sizing.png
Bar = 50 um.
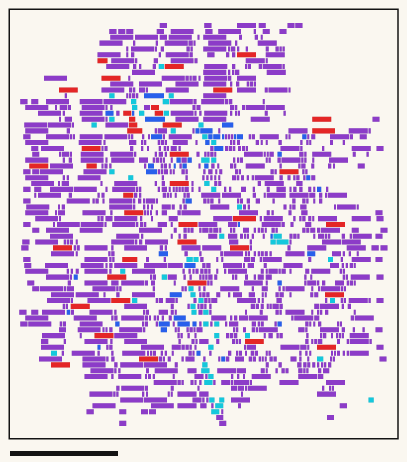
clock_nets.png
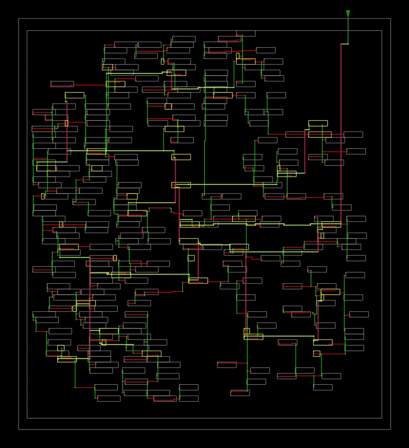
**src/rtl/fb_rect_writer_if.sv**
```systemverilog
// Command channel for fb_rect_writer: one rectangle-fill request
// per valid/ready handshake.
interface fb_rect_writer_if;
    logic       cmd_valid;
    logic       cmd_ready;
    logic [7:0] cmd_x;
    logic [6:0] cmd_y;
    logic [7:0] cmd_w;
    logic [6:0] cmd_h;
    logic [5:0] cmd_color;

    modport master (
        output cmd_valid,
        output cmd_x,
        output cmd_y,
        output cmd_w,
        output cmd_h,
        output cmd_color,
        input  cmd_ready
    );

    modport slave (
        input  cmd_valid,
        input  cmd_x,
        input  cmd_y,
        input  cmd_w,
        input  cmd_h,
        input  cmd_color,
        output cmd_ready
    );
endinterface

```
**src/rtl/fb_rect_writer.sv**
```systemverilog
// Rectangle-fill rasteriser feeding the frame buffer write port.
// Define FB_VBLANK_GATE_EN to advance fills only while frame_blank is high.
module fb_rect_writer #(
    parameter int FIFO_DEPTH = 4,
    parameter int FB_W       = 160,
    parameter int FB_H       = 120,
    parameter int AW         = 15
) (
    input  logic          clk,
    input  logic          rst,
    fb_rect_writer_if.slave cmd,
    input  logic          frame_blank,
    output logic          write_enable,
    output logic [5:0]    din,
    output logic [AW-1:0] din_address,
    output logic          busy,
    output logic          done
);

    localparam int PW = $clog2(FIFO_DEPTH);

    typedef struct packed {
        logic [7:0] x;
        logic [6:0] y;
        logic [7:0] w;
        logic [6:0] h;
        logic [5:0] color;
    } cmd_t;

    typedef enum logic [1:0] {
        IDLE,
        LOAD,
        FILL
    } state_t;

    state_t        state;
    cmd_t          mem [FIFO_DEPTH];
    cmd_t          head;
    logic [PW-1:0] wr_ptr;
    logic [PW-1:0] rd_ptr;
    logic [PW:0]   count;
    logic          push;
    logic          pop;
    logic          fifo_full;
    logic          fifo_empty;

    logic [7:0]    x0;
    logic [7:0]    x_last;
    logic [6:0]    y_last;
    logic [5:0]    color;
    logic [7:0]    col;
    logic [6:0]    row;
    logic [AW-1:0] row_base;

    logic [8:0]    x_sum;
    logic [8:0]    x_end;
    logic [7:0]    y_sum;
    logic [7:0]    y_end;
    logic          degenerate;
    logic          last_col;
    logic          last_row;
    logic          fill_en;

    assign fifo_full  = (count == (PW+1)'(FIFO_DEPTH));
    assign fifo_empty = (count == '0);
    assign cmd.cmd_ready = ~fifo_full;
    assign push = cmd.cmd_valid & ~fifo_full;
    assign pop  = (state == LOAD);
    assign head = mem[rd_ptr];
    assign busy = (state != IDLE) | ~fifo_empty;

`ifdef FB_VBLANK_GATE_EN
    assign fill_en = frame_blank;
`else
    logic unused_blank;
    assign unused_blank = frame_blank;
    assign fill_en = 1'b1;
`endif

    always_ff @(posedge clk) begin
        if (push) begin
            mem[wr_ptr] <= {cmd.cmd_x, cmd.cmd_y, cmd.cmd_w,
                            cmd.cmd_h, cmd.cmd_color};
        end
    end

    always_ff @(posedge clk or negedge rst) begin
        if (!rst) begin
            wr_ptr <= '0;
            rd_ptr <= '0;
            count  <= '0;
        end else begin
            if (push) wr_ptr <= wr_ptr + PW'(1);
            if (pop)  rd_ptr <= rd_ptr + PW'(1);
            count <= count + (PW+1)'(push) - (PW+1)'(pop);
        end
    end

    // Wide sums so x+w / y+h clip to the screen edge instead of wrapping.
    assign x_sum = {1'b0, head.x} + {1'b0, head.w};
    assign x_end = (x_sum > 9'(FB_W)) ? 9'(FB_W) : x_sum;
    assign y_sum = {1'b0, head.y} + {1'b0, head.h};
    assign y_end = (y_sum > 8'(FB_H)) ? 8'(FB_H) : y_sum;

    assign degenerate = (head.w == '0) | (head.h == '0) |
                        ({1'b0, head.x} >= 9'(FB_W)) |
                        ({1'b0, head.y} >= 8'(FB_H));

    assign last_col = (col == x_last);
    assign last_row = (row == y_last);

    always_ff @(posedge clk or negedge rst) begin
        if (!rst) begin
            state        <= IDLE;
            write_enable <= 1'b0;
            din          <= '0;
            din_address  <= '0;
            done         <= 1'b0;
            x0           <= '0;
            x_last       <= '0;
            y_last       <= '0;
            color        <= '0;
            col          <= '0;
            row          <= '0;
            row_base     <= '0;
        end else begin
            write_enable <= 1'b0;
            done         <= 1'b0;
            unique case (state)
                IDLE: begin
                    if (!fifo_empty) state <= LOAD;
                end
                LOAD: begin
                    x0       <= head.x;
                    color    <= head.color;
                    x_last   <= 8'(x_end - 9'd1);
                    y_last   <= 7'(y_end - 8'd1);
                    col      <= head.x;
                    row      <= head.y;
                    row_base <= (AW'(head.y) << 7) + (AW'(head.y) << 5);
                    if (degenerate) begin
                        done  <= 1'b1;
                        state <= IDLE;
                    end else begin
                        state <= FILL;
                    end
                end
                FILL: begin
                    if (fill_en) begin
                        write_enable <= 1'b1;
                        din          <= color;
                        din_address  <= row_base + AW'(col);
                        if (last_col) begin
                            col      <= x0;
                            row      <= row + 7'd1;
                            row_base <= row_base + AW'(FB_W);
                            if (last_row) begin
                                done  <= 1'b1;
                                state <= fifo_empty ? IDLE : LOAD;
                            end
                        end else begin
                            col <= col + 8'd1;
                        end
                    end
                end
                default: state <= IDLE;
            endcase
        end
    end

endmodule

```
**src/flat_wrapper.sv**
```systemverilog
// flat-port wrapper written by rule: the top's interface ports become plain ports
module fb_rect_writer_flat 
#(
    parameter int FIFO_DEPTH = 4,
    parameter int FB_W       = 160,
    parameter int FB_H       = 120,
    parameter int AW         = 15
)
  (clk, rst, frame_blank, write_enable, din, din_address, busy, done, cmd_cmd_valid, cmd_cmd_x, cmd_cmd_y, cmd_cmd_w, cmd_cmd_h, cmd_cmd_color, cmd_cmd_ready);
  fb_rect_writer_if cmd_i ();
  input  logic clk;
  input  logic rst;
  input  logic frame_blank;
  output logic write_enable;
  output logic [5:0] din;
  output logic [AW-1:0] din_address;
  output logic busy;
  output logic done;
  input wire logic [$bits(cmd_i.cmd_valid)-1:0] cmd_cmd_valid;
  input wire logic [$bits(cmd_i.cmd_x)-1:0] cmd_cmd_x;
  input wire logic [$bits(cmd_i.cmd_y)-1:0] cmd_cmd_y;
  input wire logic [$bits(cmd_i.cmd_w)-1:0] cmd_cmd_w;
  input wire logic [$bits(cmd_i.cmd_h)-1:0] cmd_cmd_h;
  input wire logic [$bits(cmd_i.cmd_color)-1:0] cmd_cmd_color;
  output wire logic [$bits(cmd_i.cmd_ready)-1:0] cmd_cmd_ready;
  assign cmd_i.cmd_valid = cmd_cmd_valid;
  assign cmd_i.cmd_x = cmd_cmd_x;
  assign cmd_i.cmd_y = cmd_cmd_y;
  assign cmd_i.cmd_w = cmd_cmd_w;
  assign cmd_i.cmd_h = cmd_cmd_h;
  assign cmd_i.cmd_color = cmd_cmd_color;
  assign cmd_cmd_ready = cmd_i.cmd_ready;
  fb_rect_writer #(.FIFO_DEPTH(FIFO_DEPTH), .FB_W(FB_W), .FB_H(FB_H), .AW(AW)) u_core (.clk(clk), .rst(rst), .cmd(cmd_i), .frame_blank(frame_blank), .write_enable(write_enable), .din(din), .din_address(din_address), .busy(busy), .done(done));
endmodule
```
**config.mk**
```make
export PLATFORM = sky130hd
export DESIGN_NAME = fb_rect_writer_flat
export DESIGN_NICKNAME = d
export VERILOG_FILES = /design/src/rtl/fb_rect_writer_if.sv /design/src/rtl/fb_rect_writer.sv /design/src/flat_wrapper.sv
export SDC_FILE = /design/constraint.sdc
export NUM_CORES = 1
export LEC_CHECK = 0
export ABC_AREA = 1
export CORE_AREA = 4 4 176 195
export DETAILED_ROUTE_END_ITERATION = 7
export DIE_AREA = 0 0 180 199
export PLACE_DENSITY = 0.51
export SLEW_MARGIN = 20
export SYNTH_ARGS = -nofsm -noshare
export SYNTH_HDL_FRONTEND = slang
export SYNTH_SLANG_ARGS = --single-unit
```
**constraint.sdc**
```tcl
create_clock -name clk -period 3.6 [get_ports clk]
set_input_delay 0.54 -clock clk [delete_from_list [all_inputs] [get_ports clk]]
set_output_delay 0.54 -clock clk [all_outputs]
set_load 0.05 [all_outputs]
```
==> results.tsv <==
metric	value	unit
run status	finished clean	
Mapped Area	0.01118	mm2
cts bufs inserted	26	
combinational share of cell area	30.17	%
Finished Layout Cells	1708	
M1 WL	12260	um
sequential share of the synthesized area	57.94	%
R2R depth	22	
# hold bufs at CTS	0	
startpoint types	flop	
placed cell count	1653	
first-pass GRT wire length	41000	um
met2 Use GR	22.79	%
R2R Setup Slk	250	ps
Final Hold Viols	0	
Core Area	0.03220	mm2
Cell Type Count	47	
row count	69	
highest metal used	met4	
most frequent cell after synthesis	nand2_1	
CP most frequent cell	inv_1	
Rel. slew slack	47.24	%
flops & latches, synth	230	
DRT Pass-1 Iters	5	
Fmax	298.6	MHz
synth top area cells	edfxtp_1 (39%), dfrtp_1 (19%), nand2_1 (9.9%)	
Clock-cell share	6.388	%
Critical Path Sink	u_core.x_last[2]	
Ant. Diodes	0	
grt peak-use layer	met2	
CP Data Arrival Time	3740	ps
Residual DRC	0	
Remaining Overflow, GRT	0	
ys cells	1167	
Vias/cell	4.722	
worst path cell trace	buf_6 > a21oi_1 > a32o_2 > inv_1 > ha_2 > inv_1 > fa_1 > inv_1 > or2_2 > nor2_1 > nand3_1 > nand2_1 > nand2_2 > nand2_4 > nand2_2 > nor2_2 > inv_1 > ha_2 > nand2_1 > inv_2 > o21ai_2 > o21ai_0	
final setup vio count	0	
Die H	199	um
GR met1 Demand/Resource	19.92	%
worst r2r src	u_core.rd_ptr[0]	
vias in the first global route	7783	
grt met3 use	2.067	%
CTS tree	built	
Critical Path RT	3990	ps
Inverters	136	
antenna-violating nets left	0	
final core utilization	41.97	%
Non-clock buffers, area share	7.740	%
worst flop-to-flop path endpoint	u_core.x_last[2]	
dominant logic cell type in the layout	nand2_1	
GPL Wtd Cong	0.8337	
RSZ-0062 raised after global routing	no	
CP Class	reg -> reg	
post-detail-place hpwl	17110	um
Yosys Chip Area	0.01118	mm2
n_taps	426	
Critical Path Fanout Max	6	
DRT iter0 DRCs	444	
die x size	180	um
CP Capture Type	flop	
setup TNS	0	ps
# Max-Cap Violations	0	
Hold WS	88.53	ps
Mapped Nets	1249	
design area	0.01351	mm2
Avg Inst Size Synth	9.578	um2
Syn. warnings	0	
num ports	65	
hold crit path type	in -> async	
Top reg by flops	u_core.mem	
top cell category	flip-flops and latches	
clkbuf count	37	
crit path from	u_core.rd_ptr[0]	
Placed Area	0.01250	mm2
largest registers	u_core.mem x144, u_core.din_address x15, u_core.row_base x10	
gr usage total	13.90	%
Comb area	0.004078	mm2
area leader, netlist	edfxtp_1	
Area leader share	38.69	%
initial antenna violation count	0	
clk slew on worst S/H paths	60	ps
-- sizing.png (at the start) --
[x6 and larger] red | cells: 40
[x1 and smaller] purple | cells: 1142
[x3 and x4] cyan | cells: 54
[x2] blue | cells: 46
Final Worst Setup Slack: 251.5 ps
number of signal-net buffers in the layout: 111
Area Overhead vs Synth: 20.91%

-- clock_nets.png (at the start) --
Clock Skews: 10.90 ps
clock sink count: 230
Flops: 230

[what timing repair did]
action	4_1_cts	5_1_grt
setup endpoints to repair	0	7
resized	0	24
buffers inserted	0	6
[kinds of logic (layout without fill, tap and decap cells)]
kind of cell             count (synthesis)  in the layout  synth area share, %
AND/OR/NAND/NOR                        490            490                18.29
buffers and inverters                  180            295                6.303
XOR/XNOR                                26             26                2.105
flip-flops                             230            230                57.94
multiplexers                             1              1               0.1007
adder cells (fa/ha/maj)                 42             42                4.970
AND-OR/OR-AND                          198            198                10.29
[critical path, delay by kind of cell (launching register included)]
family	cells	cell delay (ps)
simple gates	9	890
fa+ha+maj	3	910
buf+inv	6	450
flops	1	460
compound gates	4	520
